==> config.mk <==
export PLATFORM = sky130hd
export DESIGN_NAME = mux4_rr_arbiter
export DESIGN_NICKNAME = d
export VERILOG_FILES = /design/src/rtl/mux4_rr_arbiter_pkg.sv /design/src/rtl/mux4_rr_arbiter_rr_pick4.sv /design/src/rtl/mux4_rr_arbiter.sv
export SDC_FILE = /design/constraint.sdc
export NUM_CORES = 1
export LEC_CHECK = 0
export ABC_CLOCK_PERIOD_IN_PS = 1740
export CAP_MARGIN = 25
export CORE_UTILIZATION = 44
export DETAILED_ROUTE_END_ITERATION = 8
export PLACE_DENSITY = 0.73
export SYNTH_ARGS = -nofsm -noshare
export SYNTH_HDL_FRONTEND = slang
export SYNTH_SLANG_ARGS = --single-unit
==> constraint.sdc <==
create_clock -name clk -period 1.74 [get_ports clk]
set_input_delay 0.348 -clock clk [delete_from_list [all_inputs] [get_ports clk]]
set_output_delay 0.348 -clock clk [all_outputs]
set_load 0.02 [all_outputs]
==> src/rtl/mux4_rr_arbiter_pkg.sv <==
// Shared constants and types for the 4-requester round-robin arbiter family.
// Holds the state encoding, counter widths and a one-hot grant helper.
package mux4_rr_arbiter_pkg;

  localparam int NREQ       = 4;
  localparam int SEL_W      = 2;
  localparam int HOLD_CNT_W = 8;

  typedef enum logic {
    ST_IDLE  = 1'b0,
    ST_GRANT = 1'b1
  } arb_state_t;

  function automatic logic [NREQ-1:0] onehot_of(input logic [SEL_W-1:0] idx);
    logic [NREQ-1:0] v;
    v = '0;
    v[idx] = 1'b1;
    return v;
  endfunction

endpackage

==> src/rtl/mux4_rr_arbiter_rr_pick4.sv <==
// Combinational rotating-priority picker: first set req bit at or after ptr.
// Scans ptr, ptr+1, ptr+2, ptr+3 modulo 4.
module rr_pick4
  import mux4_rr_arbiter_pkg::*;
(
  input  logic [NREQ-1:0]  req,
  input  logic [SEL_W-1:0] ptr,
  output logic             any,
  output logic [SEL_W-1:0] idx
);

  logic [SEL_W-1:0] cand;

  // Walk from the farthest offset back to ptr so the nearest hit is kept.
  always_comb begin
    any  = 1'b0;
    idx  = ptr;
    cand = ptr;
    for (int k = NREQ - 1; k >= 0; k--) begin
      cand = ptr + SEL_W'(k);
      if (req[cand]) begin
        any = 1'b1;
        idx = cand;
      end
    end
  end

endmodule

==> src/rtl/mux4_rr_arbiter.sv <==
// Round-robin arbiter driving the shared 4:1 selector, with a valid/ready
// output and a per-grant transfer limit so no requester can starve the rest.
//
//   state    | meaning
//   ---------+--------------------------------------------------------------
//   ST_IDLE  | no grant; arbitrate among req starting at ptr
//   ST_GRANT | sel owns the output; count transfers until drop or MAX_HOLD
module mux4_rr_arbiter
  import mux4_rr_arbiter_pkg::*;
#(
  parameter int DATA_W   = 1,
  parameter int MAX_HOLD = 8
)
(
  input  logic                   clk,
  input  logic                   rst,
  input  logic [NREQ-1:0]        req,
  input  logic [NREQ*DATA_W-1:0] data,
  input  logic                   ready,
  output logic [NREQ-1:0]        gnt,
  output logic [SEL_W-1:0]       sel,
  output logic                   out_valid,
  output logic [DATA_W-1:0]      out_data
);

  localparam logic [HOLD_CNT_W-1:0] HOLD_LAST = HOLD_CNT_W'(MAX_HOLD - 1);

  arb_state_t            state, state_d;
  logic [NREQ-1:0]       gnt_d;
  logic [SEL_W-1:0]      sel_d;
  logic [SEL_W-1:0]      ptr, ptr_d;
  logic [HOLD_CNT_W-1:0] hold_cnt, hold_cnt_d;
  logic                  pick_any;
  logic [SEL_W-1:0]      pick_idx;
  logic                  xfer;
  logic                  release_now;

  rr_pick4 u_pick (
    .req (req),
    .ptr (ptr),
    .any (pick_any),
    .idx (pick_idx)
  );

  always_ff @(posedge clk) begin
    if (rst) begin
      state    <= ST_IDLE;
      gnt      <= '0;
      sel      <= '0;
      ptr      <= '0;
      hold_cnt <= '0;
    end else begin
      state    <= state_d;
      gnt      <= gnt_d;
      sel      <= sel_d;
      ptr      <= ptr_d;
      hold_cnt <= hold_cnt_d;
    end
  end

  always_comb begin
    state_d     = state;
    gnt_d       = gnt;
    sel_d       = sel;
    ptr_d       = ptr;
    hold_cnt_d  = hold_cnt;
    out_valid   = 1'b0;
    xfer        = 1'b0;
    release_now = 1'b0;

    case (state)
      ST_IDLE: begin
        if (pick_any) begin
          state_d    = ST_GRANT;
          sel_d      = pick_idx;
          gnt_d      = onehot_of(pick_idx);
          hold_cnt_d = '0;
        end
      end
      ST_GRANT: begin
        out_valid = req[sel];
        xfer      = out_valid && ready;
        if (!req[sel]) begin
          release_now = 1'b1;
        end else if (xfer) begin
          hold_cnt_d = hold_cnt + HOLD_CNT_W'(1);
          if (hold_cnt == HOLD_LAST) begin
            release_now = 1'b1;
          end
        end
        // Released requester drops to lowest priority for the next pick.
        if (release_now) begin
          state_d = ST_IDLE;
          gnt_d   = '0;
          ptr_d   = sel + SEL_W'(1);
        end
      end
      default: begin
        state_d = ST_IDLE;
        gnt_d   = '0;
      end
    endcase
  end

  always_comb begin
    out_data = data[int'(sel)*DATA_W +: DATA_W];
  end

endmodule

==> notes.md <==
yosys + openroad results -> Tool Warnings=28, Maximum Capacitance Violations=0, critical path required time=1.39 ns, comb pwr=238 uW, CTS tree=yes, drt wl/cell=13.5 um, status=finished with violations, switch share=29.6%, met1 wire length=1050 um, worst slack at placement=-0.607 ns, largest area contributor in the netlist=dfxtp_1, setup violators final=5, placed cells=159, CP peak stage delay=0.52 ns, Clock transition at path regs=0.11 ns, busiest layer in global routing=met2, failing checks=negative setup slack, hold endpoint=gnt[0]$_SDFFE_PP0P_, cell area after synthesis=877 um2, PnR worst setup slack=-0.0800 ns
[registers in the layout, summed over array words and instances, names as in the netlist]
| register | count |
|---|---|
| hold_cnt | 8 |
| gnt | 4 |
| state | 1 |
| ptr | 2 |
| sel | 2 |
[cell families after synthesis]
family	count (synthesis)	share of synthesized area [%]
muxes	4	7.85
adders and majority gates	1	1.43
DFF	17	38.8
xor gates and xnor gates	7	6.99
and+or+nand+nor	45	26.7
buffers and inverters	4	3.00
AOI/OAI and AO/OA	21	15.3
[stage by stage]
step,TNS (ns),hold WS [ns],cell area [um2]
4_1_cts,-0.126,0.477,1250
3_5_place_dp,-5.97,0.462,1220
3_3_place_gp,-5.82,0.454,1220
2_1_floorplan,0,0.417,881
6_report,-0.170,0.473,1260
5_1_grt,-0.692,0.502,1260
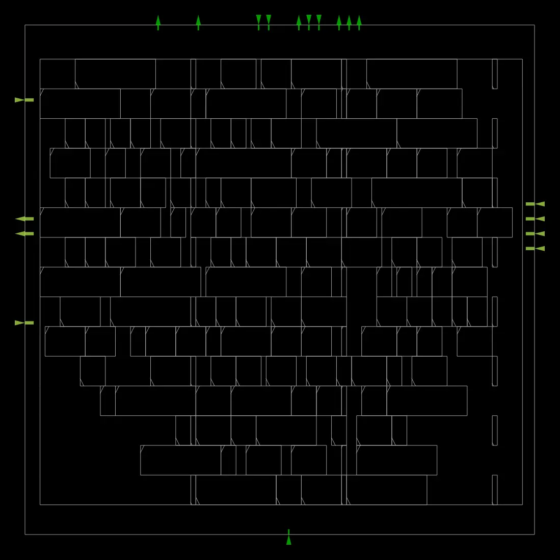
(images/placement.png)
final non-filler cell total: 163
Final Util: 70.1%
fraction of area in registers: 27.3%
number of tapcells: 25
row count: 15

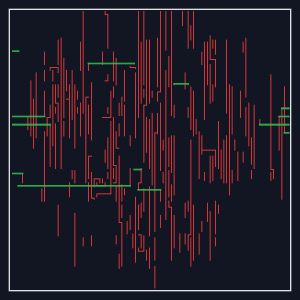
(images/wires.png)
Drawn at 6 px/um. Two of the layers only.
| layer | colour | wire length |
|---|---|---|
| metal 2 | red | 1,060 um |
| metal 3 | green | 55.7 um |

Power figures rest on the tool's default switching activity, not on a simulated workload.
